**Routed metal, one color a layer**

Two of the layers only.
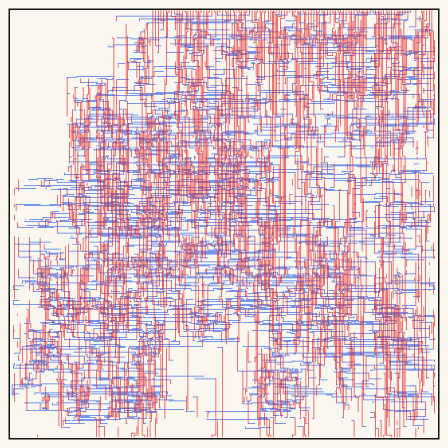
**Routing congestion**

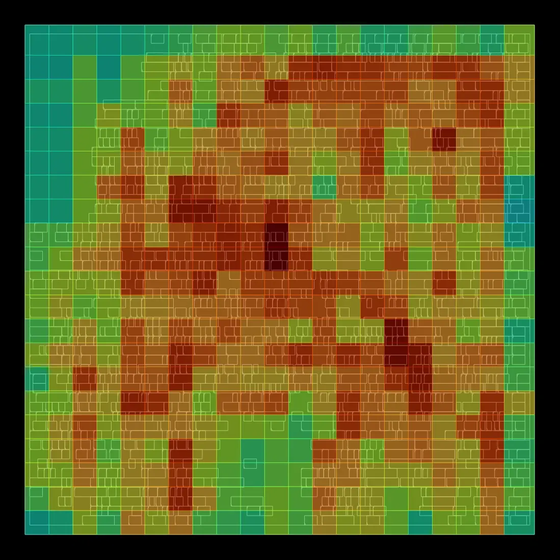
File: src/rtl/tx_encap_pkg.sv
// Shared definitions for the TX encapsulator: FSM states, framing constants
// and the MAC PAUSE frame word builder.
package tx_encap_pkg;

    typedef enum logic [2:0] {
        ST_IDLE,
        ST_RDLEN,
        ST_DATA,
        ST_PAUSE,
        ST_GAP
    } state_t;

    localparam logic [63:0] PREAMBLE_WORD   = 64'hd5555555555555FB;
    localparam logic [47:0] PAUSE_DA        = 48'h0100_00c2_8001;
    localparam logic [15:0] PAUSE_ETYPE     = 16'h0888;
    localparam logic [15:0] PAUSE_OPCODE    = 16'h0100;
    localparam logic [15:0] PAUSE_LEN       = 16'd60;
    localparam int          PAUSE_WORDS     = 8;
    localparam logic [7:0]  PAUSE_LAST_KEEP = 8'h0F;

    // Lane 0 is the first byte on the wire, so multi-byte fields appear byte-swapped.
    function automatic logic [63:0] pause_word(
        input logic [2:0]  idx,
        input logic [47:0] sa,
        input logic [15:0] q
    );
        case (idx)
            3'd0:    pause_word = {sa[39:32], sa[47:40], PAUSE_DA};
            3'd1:    pause_word = {PAUSE_OPCODE, PAUSE_ETYPE,
                                   sa[7:0], sa[15:8], sa[23:16], sa[31:24]};
            3'd2:    pause_word = {48'h0, q[7:0], q[15:8]};
            default: pause_word = 64'h0;
        endcase
    endfunction

endpackage

File: src/rtl/tx_tick_gen.sv
// Rate divider: one-cycle tick every spd_div+1 clocks; a new divider value
// is picked up only at reload so a running period is never cut short.
module tx_tick_gen #(
    parameter int DIV_W = 4
) (
    input  logic             clk,
    input  logic             rst_,
    input  logic [DIV_W-1:0] spd_div,
    output logic             tick
);

    logic [DIV_W-1:0] cnt_reg;

    assign tick = (cnt_reg == '0);

    always_ff @(posedge clk or negedge rst_) begin
        if (!rst_) begin
            cnt_reg <= '0;
        end else if (tick) begin
            cnt_reg <= spd_div;
        end else begin
            cnt_reg <= cnt_reg - 1'b1;
        end
    end

endmodule

File: src/rtl/tx_encap_mp.sv
// TX encapsulator: turns length-prefixed FIFO frames into 64-bit XGMII-side
// words, with rate ticking, inter-frame gap, pause reception and PAUSE generation.
module tx_encap_mp
    import tx_encap_pkg::*;
#(
    parameter int DIV_W    = 4,
    parameter int GAP_W    = 6,
    parameter int MAX_LEN  = 9600,
    parameter int PQ_TICKS = 8
) (
    input  logic             clk,
    input  logic             rst_,
    input  logic [DIV_W-1:0] spd_div,
    input  logic [GAP_W-1:0] tx_gap,
    input  logic [47:0]      psaddr,
    input  logic [15:0]      tx_pquanta,
    input  logic             txfifo_empty,
    output logic             txfifo_rd_en,
    input  logic [63:0]      txfifo_dout,
    output logic             rts,
    output logic [15:0]      rbytes,
    output logic [63:0]      wdata,
    output logic             wvalid,
    output logic             wlast,
    output logic [7:0]       wkeep,
    input  logic             rx_pause,
    input  logic [15:0]      rx_pvalue,
    output logic             rx_pack,
    input  logic             xreq,
    input  logic             xon,
    output logic             xdone,
    output logic             err_len,
    output logic             underrun
);

    logic             tick;
    state_t           state_reg;
    logic [GAP_W-1:0] gap_cnt_reg;
    logic [15:0]      len_reg;
    logic [15:0]      rd_left_reg;
    logic [15:0]      wr_left_reg;
    logic             pend_reg;
    logic             stall_reg;
    logic [2:0]       pcnt_reg;
    logic [15:0]      ptimer_reg;
    logic [15:0]      qcnt_reg;

    logic             rts_reg, wvalid_reg, wlast_reg, rx_pack_reg;
    logic             xdone_reg, err_len_reg, underrun_reg;
    logic [15:0]      rbytes_reg;
    logic [63:0]      wdata_reg;
    logic [7:0]       wkeep_reg;

    logic             rd_en;
    logic [15:0]      fifo_len;
    logic             len_ok;
    logic [15:0]      len_words;
    logic [15:0]      pause_q;
    logic [7:0]       tail_keep;

    tx_tick_gen #(.DIV_W(DIV_W)) u_tick (
        .clk     (clk),
        .rst_    (rst_),
        .spd_div (spd_div),
        .tick    (tick)
    );

    assign fifo_len  = txfifo_dout[15:0];
    assign len_ok    = (fifo_len != 16'd0) && (fifo_len <= 16'(MAX_LEN));
    assign len_words = 16'((17'(fifo_len) + 17'd7) >> 3);
    assign pause_q   = xon ? tx_pquanta : 16'h0;

    genvar gi;
    generate
        for (gi = 0; gi < 8; gi++) begin : g_keep
            assign tail_keep[gi] = (len_reg[2:0] == 3'd0) || (3'(gi) < len_reg[2:0]);
        end
    endgenerate

    // Read strobe is combinational so the word is ready at the very next tick at full rate.
    always_comb begin
        rd_en = 1'b0;
        if (tick) begin
            case (state_reg)
                ST_IDLE:  rd_en = !xreq && !txfifo_empty && (ptimer_reg == 16'd0);
                ST_RDLEN: rd_en = len_ok && !txfifo_empty;
                ST_DATA:  rd_en = (rd_left_reg != 16'd0) && !txfifo_empty;
                default:  rd_en = 1'b0;
            endcase
        end
    end

    assign txfifo_rd_en = rd_en;

    always_ff @(posedge clk or negedge rst_) begin
        if (!rst_) begin
            state_reg    <= ST_IDLE;
            gap_cnt_reg  <= '0;
            len_reg      <= '0;
            rd_left_reg  <= '0;
            wr_left_reg  <= '0;
            pend_reg     <= 1'b0;
            stall_reg    <= 1'b0;
            pcnt_reg     <= '0;
            ptimer_reg   <= '0;
            qcnt_reg     <= '0;
            rts_reg      <= 1'b0;
            rbytes_reg   <= '0;
            wdata_reg    <= PREAMBLE_WORD;
            wvalid_reg   <= 1'b0;
            wlast_reg    <= 1'b0;
            wkeep_reg    <= '0;
            rx_pack_reg  <= 1'b0;
            xdone_reg    <= 1'b0;
            err_len_reg  <= 1'b0;
            underrun_reg <= 1'b0;
        end else begin
            rts_reg      <= 1'b0;
            wvalid_reg   <= 1'b0;
            wlast_reg    <= 1'b0;
            wkeep_reg    <= '0;
            wdata_reg    <= PREAMBLE_WORD;
            rx_pack_reg  <= 1'b0;
            xdone_reg    <= 1'b0;
            err_len_reg  <= 1'b0;
            underrun_reg <= 1'b0;

            // A fresh pause request restarts the quantum phase as well as the count.
            if (rx_pause) begin
                ptimer_reg  <= rx_pvalue;
                qcnt_reg    <= '0;
                rx_pack_reg <= 1'b1;
            end else if (tick && (ptimer_reg != 16'd0)) begin
                if (qcnt_reg == 16'(PQ_TICKS - 1)) begin
                    qcnt_reg   <= '0;
                    ptimer_reg <= ptimer_reg - 16'd1;
                end else begin
                    qcnt_reg <= qcnt_reg + 16'd1;
                end
            end

            if (tick) begin
                case (state_reg)
                    ST_IDLE: begin
                        if (xreq) begin
                            state_reg <= ST_PAUSE;
                            pcnt_reg  <= '0;
                        end else if (rd_en) begin
                            state_reg <= ST_RDLEN;
                        end
                    end
                    ST_RDLEN: begin
                        if (!len_ok) begin
                            err_len_reg <= 1'b1;
                            gap_cnt_reg <= tx_gap;
                            state_reg   <= ST_GAP;
                        end else begin
                            rbytes_reg   <= fifo_len;
                            len_reg      <= fifo_len;
                            rts_reg      <= 1'b1;
                            wr_left_reg  <= len_words;
                            rd_left_reg  <= len_words - (rd_en ? 16'd1 : 16'd0);
                            pend_reg     <= rd_en;
                            stall_reg    <= !rd_en;
                            underrun_reg <= !rd_en;
                            state_reg    <= ST_DATA;
                        end
                    end
                    ST_DATA: begin
                        if (pend_reg) begin
                            wvalid_reg  <= 1'b1;
                            wdata_reg   <= txfifo_dout;
                            wr_left_reg <= wr_left_reg - 16'd1;
                            if (wr_left_reg == 16'd1) begin
                                wlast_reg   <= 1'b1;
                                wkeep_reg   <= tail_keep;
                                gap_cnt_reg <= tx_gap;
                                state_reg   <= ST_GAP;
                            end else begin
                                wkeep_reg <= 8'hFF;
                            end
                        end
                        pend_reg <= rd_en;
                        // Underrun is flagged once per starvation episode, not every stalled tick.
                        if (rd_en) begin
                            rd_left_reg <= rd_left_reg - 16'd1;
                            stall_reg   <= 1'b0;
                        end else if (rd_left_reg != 16'd0) begin
                            stall_reg    <= 1'b1;
                            underrun_reg <= !stall_reg;
                        end
                    end
                    ST_PAUSE: begin
                        wvalid_reg <= 1'b1;
                        wdata_reg  <= pause_word(pcnt_reg, psaddr, pause_q);
                        wkeep_reg  <= 8'hFF;
                        pcnt_reg   <= pcnt_reg + 3'd1;
                        if (pcnt_reg == 3'd0) begin
                            rts_reg    <= 1'b1;
                            rbytes_reg <= PAUSE_LEN;
                        end
                        if (pcnt_reg == 3'(PAUSE_WORDS - 1)) begin
                            wlast_reg   <= 1'b1;
                            wkeep_reg   <= PAUSE_LAST_KEEP;
                            xdone_reg   <= 1'b1;
                            gap_cnt_reg <= tx_gap;
                            state_reg   <= ST_GAP;
                        end
                    end
                    ST_GAP: begin
                        if (gap_cnt_reg == '0) begin
                            state_reg <= ST_IDLE;
                        end else begin
                            gap_cnt_reg <= gap_cnt_reg - 1'b1;
                        end
                    end
                    default: state_reg <= ST_IDLE;
                endcase
            end
        end
    end

    assign rts      = rts_reg;
    assign rbytes   = rbytes_reg;
    assign wdata    = wdata_reg;
    assign wvalid   = wvalid_reg;
    assign wlast    = wlast_reg;
    assign wkeep    = wkeep_reg;
    assign rx_pack  = rx_pack_reg;
    assign xdone    = xdone_reg;
    assign err_len  = err_len_reg;
    assign underrun = underrun_reg;

endmodule

File: config.mk
export PLATFORM = sky130hd
export DESIGN_NAME = tx_encap_mp
export DESIGN_NICKNAME = d
export VERILOG_FILES = /design/src/rtl/tx_encap_pkg.sv /design/src/rtl/tx_tick_gen.sv /design/src/rtl/tx_encap_mp.sv
export SDC_FILE = /design/constraint.sdc
export NUM_CORES = 1
export LEC_CHECK = 0
export ABC_CLOCK_PERIOD_IN_PS = 3410
export CAP_MARGIN = 10
export CORE_UTILIZATION = 46
export CTS_BUF_LIST = sky130_fd_sc_hd__clkbuf_8
export CTS_CLUSTER_DIAMETER = 80
export DETAILED_ROUTE_END_ITERATION = 16
export PLACE_DENSITY = 0.79
export SLEW_MARGIN = 20
export SYNTH_ARGS = -nofsm -noshare
export SYNTH_HDL_FRONTEND = slang
export SYNTH_SLANG_ARGS = --single-unit
File: constraint.sdc
create_clock -name clk -period 3.41 [get_ports clk]
set_clock_uncertainty 0.1 [all_clocks]
set_input_delay 0.682 -clock clk [delete_from_list [all_inputs] [get_ports clk]]
set_output_delay 0.682 -clock clk [all_outputs]
set_load 0.01 [all_outputs]
==> impl_metrics.json <==
{
  "antenna_found_initial": 3,
  "fin_area_mm2": 0.01350,
  "fp_util_pct": 47.32,
  "p_total_mw": 7.082,
  "place_area_mm2": 0.01294,
  "ys_seq_share_pct": 47.21,
  "die_area_mm2": 0.02153,
  "final_nets": 1542,
  "drt_iter0_drc": 959,
  "port_buffers": 255,
  "gp_congestion": 0.9304,
  "synthAoiAreaFrac_pct": 21.74,
  "status": "finished clean",
  "cts-root-buf": "clkbuf_8",
  "clockBufferDepth": 2,
  "worstSkewPairLatency_ns": 0.49,
  "yosys_area_mm2": 0.009635,
  "dp_hpwl_um": 24240,
  "cp.arrival_ns": 2.58,
  "max_slew_margin_pct": 49.62,
  "hold_path_class": "input pin to asynchronous set/reset pin",
  "power_leakage_nw": 5.480,
  "lay_top_count": "clkdlybuf4s50_1",
  "via_per_inst": 5.954,
  "die_h_um": 146.7,
  "fin_crit_ns": 3.366,
  "dr.pass1.iters": 6,
  "logic_family": "AND-OR/OR-AND gates",
  "cts.reportedPaths.clkPinSlew_ns": 0.11,
  "worstSetupStartpoint": "txfifo_dout[14]",
  "ff_type": "dfrtp_1"
}
-- 'routed metal, one color a layer' (at the start) --
color	layer	wire length
blue	metal 1	13,100 um
red	metal 2	16,200 um
final wirelength: 33,330 um
DR WL/cell: 20.16 um
All-Layer GR Usage: 30.71%

-- 'routing congestion' (at the start) --
grt met3 use: 7.702%
M1 GR Usage: 39.19%

critical path, stage by stage:
cell	delay (ns)
clkdlybuf4s50_1	0.44
or2_4	0.28
a2111o_1	0.42
nand4_1	0.15
a21oi_2	0.09
a31oi_4	0.18
nor2_2	0.07
buf_4	0.13
buf_2	0.14
cell usage after synthesis (12+ instances only):
cell type	instances	share of area, %
dfrtp_1	144	37
nor2_1	138	5.4
nand2_1	106	4.1
o21ai_0	101	5.2
clkbuf_1	70	2.7
a21oi_1	68	3.5
nand3_1	39	2.0
dfstp_2	36	9.8
a22oi_1	33	2.6
nor3_1	30	1.6
nor4_1	24	1.6
inv_1	23	0.90
nor2b_1	16	1.0
and3_1	15	0.97
ha_1	15	1.9
xnor2_1	14	1.3
xor2_1	14	1.3
nand4_1	12	0.78
o221ai_1	12	1.1
timing repair:
| item | 4_1_cts | 5_1_grt |
|---|---|---|
| pin swaps | 3 | 12 |
| resized | 6 | 18 |
| setup endpoints to repair | 1 | 13 |
| setup buffers | 1 | 6 |
cells by family after synthesis:
kind of cell,Yosys count
DFF,180
buffers and inverters,104
and+or+nand+nor,434
AOI/OAI and AO/OA,322
muxes,5
adders and majority gates,15
xor gates and xnor gates,28
routing by layer:
| metal | wire, um | vias to the layer above | part of all wire [%] | track usage [%] |
|---|---|---|---|---|
| met2 | 16160 | 510 | 48 | 50.59 |
| met4 | 897 | 0 | 2.7 | 10.83 |
| met3 | 3163 | 78 | 9.5 | 7.702 |
| met1 | 13110 | 4745 | 39 | 39.19 |
| met5 | 0 | - | 0 | 0 |
| li1 | - | 4509 | - | - |
cell type report:
type                            count  area (um2)
Clock buffer                       17       234.0
Fill cell                        1651        6868
Tap cell                          270       337.8
Antenna cell                        3       7.507
Inverter                           23       86.33
Multi-Input combinational cell    804        4833
Clock inverter                     15       186.4
Sequential cell                   180        4549
Timing Repair Buffer              341        3262
through the flow:
step	setup WS, ns	hold slack (ns)
floorplan	0.006977	0.2864
global placement	-0.2835	0.3613
detailed placement	-0.3993	0.3703
CTS	0.02592	0.1208
global route	-0.03581	0.1370
finish	0.04441	0.09402
how the worst min path moves through the flow:
| stage | to | slack (ns) |
|---|---|---|
| 2_1_floorplan | err_len$_DFF_PN0_ | 0.29 |
| 3_3_place_gp | rbytes[10]$_DFFE_PN0P_ | 0.36 |
| 3_5_place_dp | rbytes[1]$_DFFE_PN0P_ | 0.37 |
| 4_1_cts | wdata[19]$_DFF_PN0_ | 0.12 |
| 5_1_grt | wdata[19]$_DFF_PN0_ | 0.14 |
| 6_report | wdata[19]$_DFF_PN0_ | 0.09 |
power breakdown:
group	internal [mW]	switching, mW
Combinational	1.10	1.64
Clock	0.627	0.916
Sequential	2.45	0.345
Total	4.18	2.90
Power is estimated from default activity; no workload was simulated.
